[src/rtl/register_file.sv]
// Multi-port register file (2 read, 1 write) with register 0 hardwired to zero and a clear sweep.
// Defining RF_BYPASS_EN forwards an accepted write straight to a matching read port.
module register_file #(
    parameter  int WIDTH = 32,
    parameter  int DEPTH = 32,
    localparam int AW    = $clog2(DEPTH)
) (
    input  logic             Clk,
    input  logic             Rst,
    input  logic             WE,
    input  logic [AW-1:0]    Awr,
    input  logic [WIDTH-1:0] Din,
    input  logic [AW-1:0]    Ard1,
    input  logic [AW-1:0]    Ard2,
    output logic [WIDTH-1:0] Dout1,
    output logic [WIDTH-1:0] Dout2,
    input  logic             Clr,
    output logic             Busy,
    output logic [0:0]       dbg_state
);

    localparam logic [0:0] IDLE  = 1'b0;
    localparam logic [0:0] SWEEP = 1'b1;

    logic [WIDTH-1:0] regs [DEPTH];
    logic [0:0]       state;
    logic [AW-1:0]    cnt;
    logic             wr_en;

    assign Busy      = (state == SWEEP);
    assign dbg_state = state;
    assign wr_en     = WE && !Busy && (Awr != '0);

    // Register 0 is never written, so it keeps its reset value of zero.
    always_ff @(posedge Clk or negedge Rst) begin
        if (!Rst) begin
            for (int i = 0; i < DEPTH; i++) begin
                regs[i] <= '0;
            end
            state <= IDLE;
            cnt   <= '0;
        end else begin
            case (state)
                IDLE: begin
                    if (wr_en) begin
                        regs[Awr] <= Din;
                    end
                    if (Clr) begin
                        state <= SWEEP;
                        cnt   <= AW'(1);
                    end
                end
                SWEEP: begin
                    regs[cnt] <= '0;
                    if (cnt == AW'(DEPTH - 1)) begin
                        state <= IDLE;
                        cnt   <= '0;
                    end else begin
                        cnt <= cnt + AW'(1);
                    end
                end
                default: begin
                    state <= IDLE;
                    cnt   <= '0;
                end
            endcase
        end
    end

    always_comb begin
        Dout1 = regs[Ard1];
        Dout2 = regs[Ard2];
`ifdef RF_BYPASS_EN
        if (wr_en && (Ard1 == Awr)) begin
            Dout1 = Din;
        end
        if (wr_en && (Ard2 == Awr)) begin
            Dout2 = Din;
        end
`else
`endif
    end

endmodule

[config.mk]
export PLATFORM = sky130hd
export DESIGN_NAME = register_file
export DESIGN_NICKNAME = d
export VERILOG_FILES = /design/src/rtl/register_file.sv
export SDC_FILE = /design/constraint.sdc
export NUM_CORES = 2
export LEC_CHECK = 0
export ABC_AREA = 1
export CORE_AREA = 5 5 415 417
export DETAILED_ROUTE_END_ITERATION = 7
export DIE_AREA = 0 0 420 422
export SYNTH_ARGS = -nofsm -noshare
export SYNTH_HDL_FRONTEND = slang
export SYNTH_SLANG_ARGS = --single-unit
[constraint.sdc]
create_clock -name Clk -period 5.9 [get_ports Clk]
set_clock_uncertainty 0.2 [all_clocks]
set_input_delay 1.18 -clock Clk [delete_from_list [all_inputs] [get_ports Clk]]
set_output_delay 1.18 -clock Clk [all_outputs]
set_load 0.02 [all_outputs]
final_congestion.png
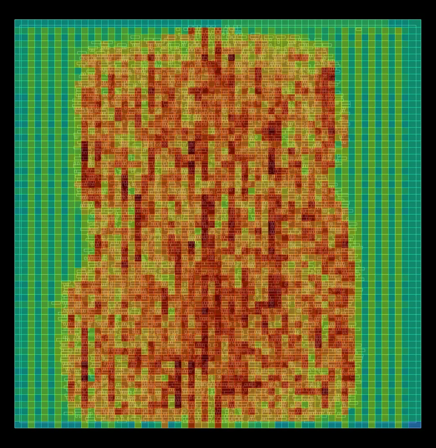
global-route usage over all layers: 27.71%
met2 Use GR: 43.13%
grt met3 use: 5.335%
Wirelength per Cell: 24.38 um

met1.png
Bar = 100 um. Supply wires on this layer in grey.
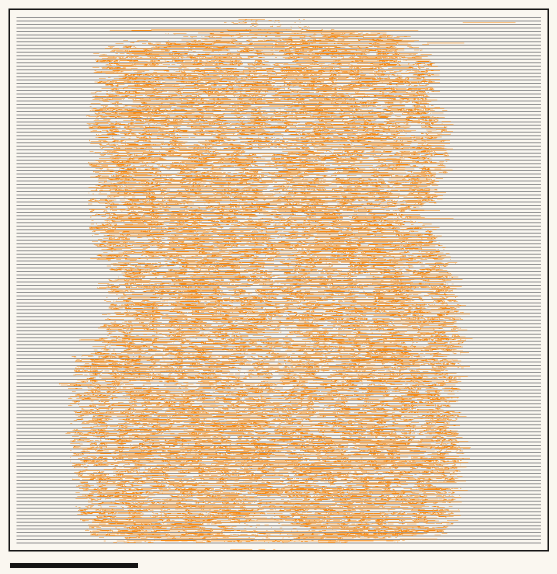
wire length on this layer: 97.1 mm
main direction: horizontal
share of all routed wire: 38%
longest straight run: 110 um
GRT met1 Usage: 35.51%
Post-Route WL: 254000 um
Vias: 62130

met4.png
Bar = 100 um. Supply wires on this layer in grey.
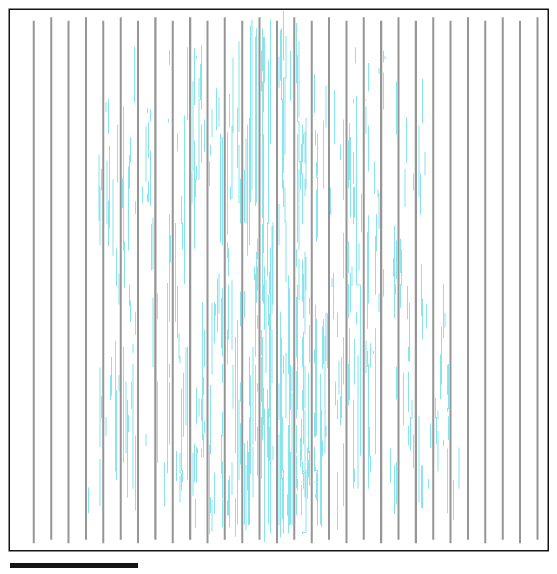
wire length on this layer: 17400 um
longest straight run: 223 um
nets with wire on the layer: 208

==> metrics.csv <==
stage;metric;value;unit
routing;first-pass iteration count of the detailed router;8;
hold_path;Hold WC Path Type;input port to async pin;
synth;Multiplexer share;0;%
synth;Top non-seq family;simple AND/OR/NAND/NOR gates;
synth;Synth warnings;0;
pwr;Sw Share;34.24;%
synth;Post-synth regs;1030;
finish;area delta synth->final;11.96;%
pwr;maximum VDD drop;0.2389;mV
synth;Yosys Instances;8487;
floorplan;boundary pin count;117;
grt;grt ovf;0;
synth;syn_nets;8543;
sta;final hold vios;0;
floorplan;Rows;151;
sta;minimum clock period;5.330;ns
worst_setup_path;WP data arrival;3.95;ns
place;GP Congestion;0.9109;
run_status;status;finished clean;
sta;post-route setup TNS;0;ns
pwr;sequential share of power;42.3;%
floorplan;Core ar.;0.1683;mm^2
pwr;combinational share of power;22.6;%
pwr;Net Switching;7402;uW
sta;Max Clock Freq;0.1876;GHz
worst_setup_path;Slowest cell on crit path;clkdlybuf4s50_1;
worst_setup_path;WP data required;4.52;ns
met3.png
Cells faint in the background.
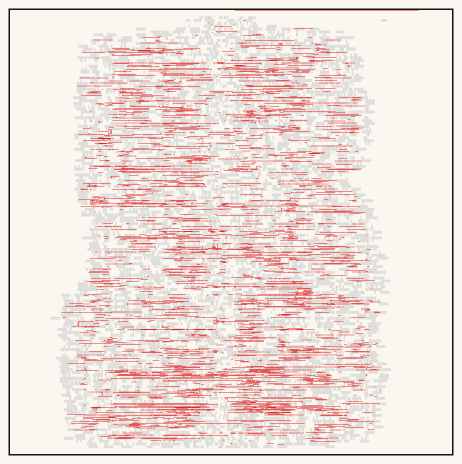
longest straight run: 175 um
main direction: horizontal
nets with wire on the layer: 690

met2.png
Bar = 100 um.
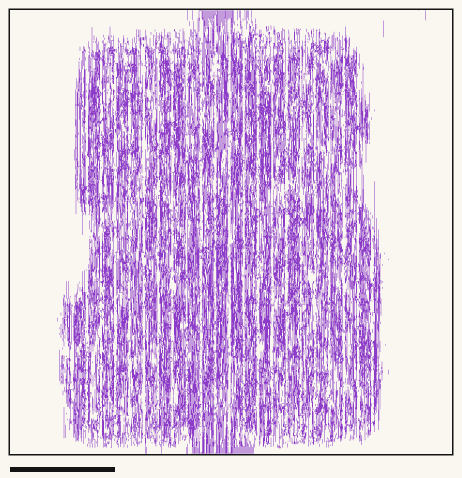
wire length on this layer: 113 mm
longest straight run: 96.6 um
nets with wire on the layer: 5737

==> synth_stat cells <==
cell type / instances
nand2_1: 2970
o31ai_1: 2
nand4_1: 3
inv_2: 5
xor2_1: 1
nor3b_2: 1
o21ai_1: 39
o22ai_1: 66
buf_1: 127
clkbuf_1: 598
dfrtp_1: 1030
inv_1: 155
nand3_1: 2468
nor3_1: 2
ha_1: 5
nand2_2: 16
o21ai_0: 891
buf_4: 1
nor2_1: 10
buf_2: 87
a21oi_1: 2
nor3_2: 7
nor2_2: 1
==> cell families after synthesis <==
kind of cell    after synthesis
xor+xnor                      1
buf+inv                     973
flops                      1030
compound gates             1000
fa+ha+maj                     5
simple gates               5478
==> layer usage <==
metal  part of all wire, %  up-vias  GRT usage [%]
met3                    10      923          5.335
met1                    38    29710          35.51
met4                   6.9        4          17.10
met5                0.0079        -              0
li1                      -    27520              -
met2                    45     3976          43.13
==> worst max-delay path: cells and delay by family <==
family                 cells  cell delay (ns)
buffers and inverters      4             1.72
AND/OR/NAND/NOR            8             0.94
==> through the flow <==
step | std cells | worst slack (ns) | util [%] | area, um^2
after CTS | 10420 | 0.6270 | 38.88 | 65440
final | 10420 | 0.5695 | 38.88 | 65450
after global routing | 10420 | 0.4947 | 38.88 | 65440
after floorplan | 8487 | 2.005 | - | 58460
after detailed placement | 10210 | 0.6496 | 36.55 | 61530
after global placement | 10210 | 0.6595 | 36.55 | 61530
==> power by group through the flow <==
stage | Combinational, uW | Sequential (uW) | Clock [uW]
after detailed placement | 4780 | 9210 | 0
after CTS | 4800 | 9090 | 7660
after global placement | 4710 | 9180 | 0
after global routing | 5360 | 9260 | 7950
final | 4890 | 9140 | 7590
after floorplan | 3060 | 8950 | 0
==> registers in the layout, indices dropped and copies added (netlist names) <==
name	flops
regs	1024
cnt	5
Busy	1
==> layout make-up <==
| class | instances | area [um^2] |
|---|---|---|
| Sequential cell | 1030 | 25770 |
| Clock buffer | 169 | 3369 |
| Multi-Input combinational cell | 6484 | 29020 |
| Fill cell | 17330 | 102900 |
| Clock inverter | 41 | 544.3 |
| Tap cell | 2218 | 2775 |
| Timing Repair Buffer | 315 | 3316 |
| Inverter | 160 | 641.9 |
| Antenna cell | 2 | 5.005 |
==> worst paths after layout <==
| path | from | end | cells past startpoint |
|---|---|---|---|
| worst max register to register | Busy | regs[131] | 5 |
| worst min register to register | regs[1001] | regs[1001] | 2 |
| worst max-delay path | Ard1[0] | Dout1[0] | 12 |
| min in group Clk | regs[1001] | regs[1001] | 2 |
| max in group asynchronous | Rst | regs[833] | 2 |
| worst min-delay path | Rst | regs[761] | 1 |
Power and IR drop assume default switching activity.
